Figure 1. Register map, names as in the netlist.
Other sequential cells in the stronger gray, the rest of the logic in the fainter gray.
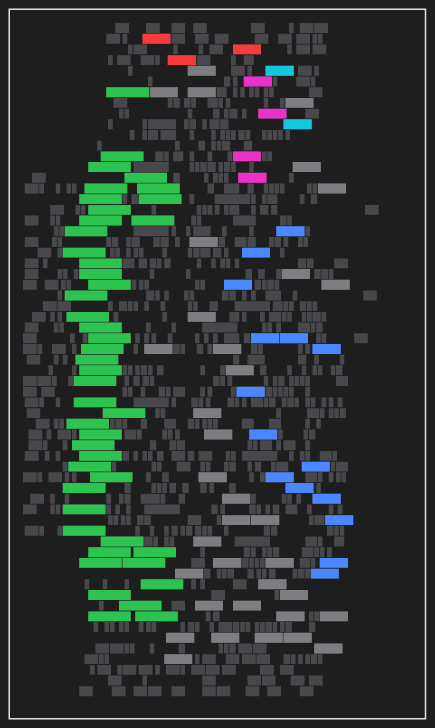
Figure 2. Clock routing.
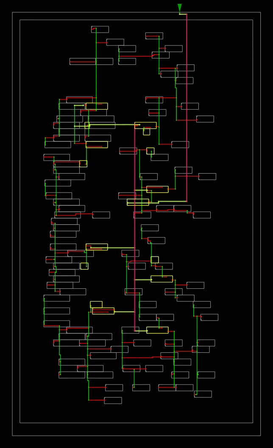
Design paint_ram_scheduler_flat, sky130hd; sources not shown.
==> run_results.csv <==
group,metric,value,unit
critical_path,slowest_delay,370,ps
final_timing,hold_viol_final,0,
place,routabilityCongestion,0.889,
power_and_ir_drop,peakVddDrop,0.237,mV
layout,nets,881,
power_and_ir_drop,p_sw,0.706,mW
grt,grt_start_max_net_pins,46,
final_timing,hold_ws,484,ps
logic_synthesis,mux_area_share,0,%
run_status,outcome,"completed",
layout,clock_area_share,4.22,%
routing,wl_met1,5310,um
layout,comb_area,2130,um2
logic_synthesis,synth_xor_xnor_area_share,1.35,%
floorplanning,pin_count,109,
layout,comb-cell-share,31.4,%
layout,inverters,104,
logic_synthesis,syn_inst,707,
grt,gr-total-overflow,0,
logic_synthesis,synthFlopType,"dfxtp_1",
layout,diodes,1,
logic_synthesis,adder_share,0.241,%
power_and_ir_drop,p_clk,1.18,mW
floorplanning,fp_util,30.6,%
final_timing,finalSetupViolCount,0,
layout,final_cell_mix,"nand2_1 (185), nor2_1 (142), clkdlybuf4s50_1 (108), inv_1 (100), dfxtp_1 (59)",
critical_path,cp_top_family,"simple AND/OR/NAND/NOR gates",
job,warning_count,26,
logic_synthesis,yosys.area.top_type_share,26.0,%
critical_path,cp_num_buf_inv,5,
logic_synthesis,yosysTopAreaCell,"edfxtp_1",
final_timing,fmax,477,MHz
logic_synthesis,yosysSeqAreaShare,48.8,%
Notes on Figure 1 above:
u_core.state_q: in magenta, placed flops 4, where top center. u_core.sh_q: in green, placed flops 45. u_core.bus.data: in red, placed flops 3. u_core.phase: in cyan, placed flops 2. u_core.u_sweep.cnt_q: in blue, placed flops 15.
flop share of the area: 37.3%
sequential power: 1.57 mW
fin util: 40.1%
Flop area: 2530 um2

Notes on Figure 2 above:
clk_buf instances: 10
post-route clock skew: 8.66 ps
Clk Latency, worst-skew pair: 350 ps
CTS Buf Count: 9
registers: 104

No activity file was given, so power comes from the tool's default toggle rates.
